==> config.mk <==
export PLATFORM = sky130hd
export DESIGN_NAME = stream_byte_tx
export DESIGN_NICKNAME = d
export VERILOG_FILES = /design/src/rtl/stream_byte_tx.sv
export SDC_FILE = /design/constraint.sdc
export NUM_CORES = 1
export LEC_CHECK = 0
export ABC_AREA = 1
export CAP_MARGIN = 15
export CORE_UTILIZATION = 25
export CTS_CLUSTER_SIZE = 40
export DETAILED_ROUTE_END_ITERATION = 10
export RECOVER_POWER = 100
export SYNTH_ARGS = -nofsm -noshare
export SYNTH_HDL_FRONTEND = slang
export SYNTH_SLANG_ARGS = --single-unit
==> constraint.sdc <==
create_clock -name clk -period 2 [get_ports clk]
set_input_delay 0.6 -clock clk [delete_from_list [all_inputs] [get_ports clk]]
set_output_delay 0.6 -clock clk [all_outputs]
set_load 0.005 [all_outputs]
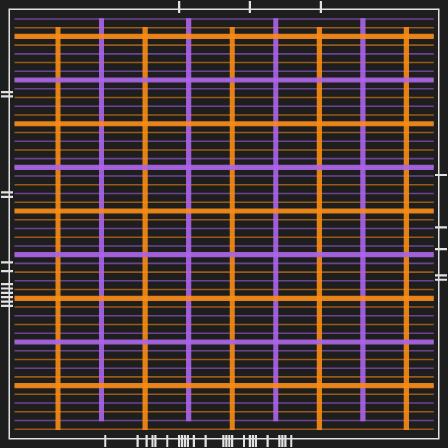
(PDN straps and rails)
Pins as bars on the die edge.
colour	net
purple	VDD
orange	VSS
signal pins	45
rows	47
met4 straps	9
met5 straps	9
die height: 133.3 microns
Core Box Area: 16700 sq um

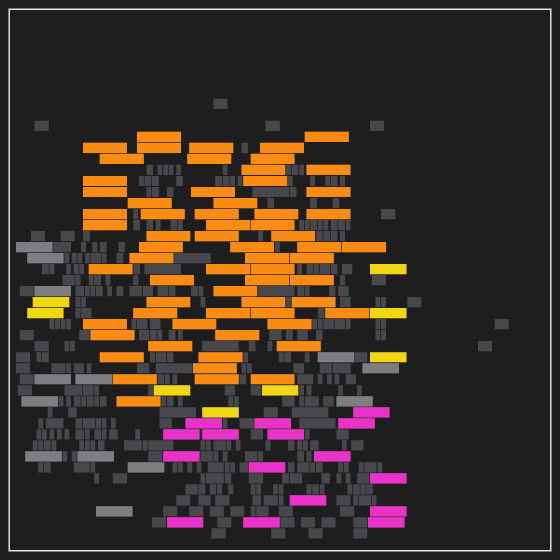
(where the registers sit)
Other sequential cells in the stronger grey, the rest of the logic in the fainter grey.
colour	name in the netlist	sequential cells
orange	`mem`	64
yellow	`data_out`	8
magenta	`tx_count`	16
Finished Core Util: 0.3194
fraction of area in registers: 0.5339
sequential power: 0.00306 W
Seq. cell area: 2848 sq um

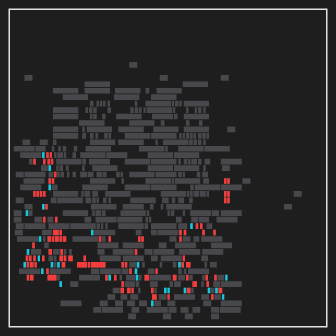
(gate families picked out)
colour	family	cells
red	nand cells	89
cyan	inv cells	28
Top cell excl fill/tap: nor2_1
Finished Layout Cells: 678

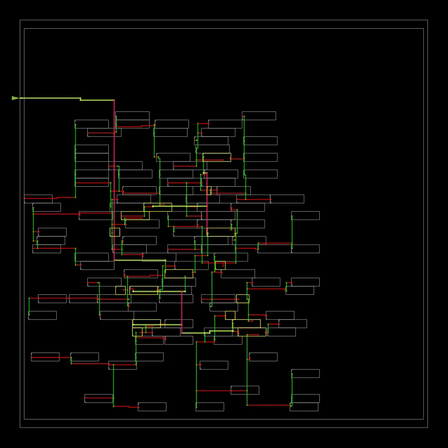
(clock nets)
Sink Count: 101
seq_cells: 101
Layout Skew: 0.01136 ns
clock-net power: 0.00165 W
clock latency at the later pin of the worst-skew pair: 0.34 ns

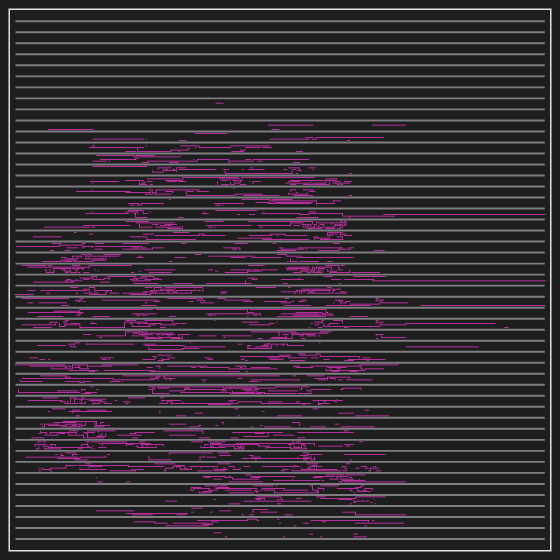
(met1 routing)
Supply wires on this layer in grey.
nets with wire on the layer	431
wire length on this layer	4160 microns
longest straight run	42.8 microns
main direction	horizontal
GR met1 Demand/Resource: 0.1391
total number of vias: 2828

==> impl_metrics.ini <==
; implementation run metrics
[setup_path]
cp_cell_sequence = dlygate4sd3_1
cp.arrival_ns = 1.34
critPathMaxStageDelay_ns = 0.59
end_kind = output pin
cp_num_buf_inv = 1
critPathTopFamily = buffers and inverters
cp.required_ns = 1.40
worst-path-stages = 1
cp_slowest_cell = dlygate4sd3_1
crit_path_start_kind = register
path_max_fanout = 3
r2r_slack_ns = 0.36
r2r_cells = 9
setup.worst_path.class = reg -> out

[placed_design]
port_buffers = 44
place_ws_ns = -0.1389
placed_cells = 662
dpl.hpwl_microns = 6096
gp_congestion = 0.7812
placed_cell_area_sq_um = 5119

[final_layout]
n_antenna_cell = 0
fin_nets = 471
drive_above_1_share = 0.09825
final_cell_mix = nor2_1 (70), nand2_1 (67), edfxtp_1 (64), dfrtp_1 (37), dlygate4sd3_1 (31)
areaGrowthSynthToFinish_pct = 23.67
final_cell_area_sq_um = 5334

[clock_tree]
hold_buffers = 0
cts_resized = 0
numCtsBuffers = 9
cts_buffer_depth = 2
cts_tree = built
path_clk_slew_ns = 0.07
cts_root_buffer = clkbuf_16

[power]
ir_drop_v = 0.0006549
p_sw_frac = 0.3494
clkPwrFrac = 0.236
leakagePower_nw = 2.128
p_per_area_nw_per_um2 = 1311
p_sw_w = 0.002444
pwr-share-comb = 0.327
internal-power_w = 0.004551
sequentialPowerShare = 0.437

[grt]
grt_pass1_vias = 2856
grt-ovfl-total = 0
grt_max_degree = 38
grt_pass1_wl_microns = 14700
antenna_found_initial = 0
grtUsageTotal = 0.1050

[synth]
syn_inst = 392
top_cells_by_area = edfxtp_1 (45%), dfrtp_1 (21%), nand2_1 (5.7%)
top_area_frac = 0.4456
synth_flops = 101
synth_chip_area_sq_um = 4313
syn_avg_cell_area_sq_um = 11.00
syn_nets = 410
yosys.area.top_type = edfxtp_1
ys_types = 30
seq_area_frac_synth = 0.6603
synth_area_sq_um = 4313

[detailed_routing]
ant_nets = 0
drt_iter0_drc = 157
wire_per_inst_microns = 12.86
viasPerCell = 4.171
postRouteWirelength_microns = 8721
drc_errors = 0
drtPass1Iterations = 4

[final_timing]
tightest_slew_ns = 0.9407
timing.hold.ws_ns = 0.4773
slew_violations = 0
fmax_ghz = 0.5161
setup_viol = 0
fin_setup_tns_ns = 0
rsz0062_at_grt = no
worst_slack_ns = 0.06251

[die]
fp-row-count = 47
dieArea_sq_um = 17780
initCoreUtil = 0.2582
boundaryPins = 45

[run_status]
outcome = completed

[flow_run]
max_cap_violations = 0
openroad.warnings = 27

[min_path]
hold_depth = 2
min_path_type = reg -> reg
[logic make-up after synthesis]
group / share of synthesized area
AOI/OAI and AO/OA: 0.07891
and+or+nand+nor: 0.1703
xor gates and xnor gates: 0.03655
buffers and inverters: 0.03945
adders and majority gates: 0.01451
DFF: 0.6603
[per-layer routing]
layer | up-vias | GRT usage | part of all wire
met5 | - | 0 | 0
met4 | 0 | 0.03662 | 0.013
met3 | 10 | 0.02055 | 0.034
met2 | 50 | 0.1710 | 0.48
met1 | 1318 | 0.1391 | 0.48
li1 | 1450 | - | -
[cell usage after synthesis (all sizes together)]
library cell / n
nand3: 14
inv: 28
nor2: 72
xnor2: 5
o211ai: 16
buf: 10
nand3b: 1
nand2: 71
edfxtp: 64
ha: 5
o21ai: 44
nor3: 4
xor2: 13
nand4: 3
clkbuf: 3
dfrtp: 37
or2: 2
[area by class of cell]
type / count / area (sq um)
clock buffer: 10 / 229.0
clock inverter: 6 / 55.05
fill: 1703 / 11370
inverter: 28 / 105.1
multi-input combinational: 250 / 1275
sequential: 101 / 2848
tap: 220 / 275.3
timing repair buffer: 63 / 546.8
[power groups by stage]
| stage | registers [W] | logic (W) | clock network, W |
|---|---|---|---|
| 6_report | 0.00306 | 0.00229 | 0.00165 |
| 5_1_grt | 0.00313 | 0.00261 | 0.00177 |
| 4_1_cts | 0.00307 | 0.00243 | 0.00169 |
| 3_5_place_dp | 0.00311 | 0.00241 | 0 |
| 3_3_place_gp | 0.00310 | 0.00236 | 0 |
| 2_1_floorplan | 0.00303 | 0.00147 | 0 |
No activity file was given, so power comes from the tool's default toggle rates.
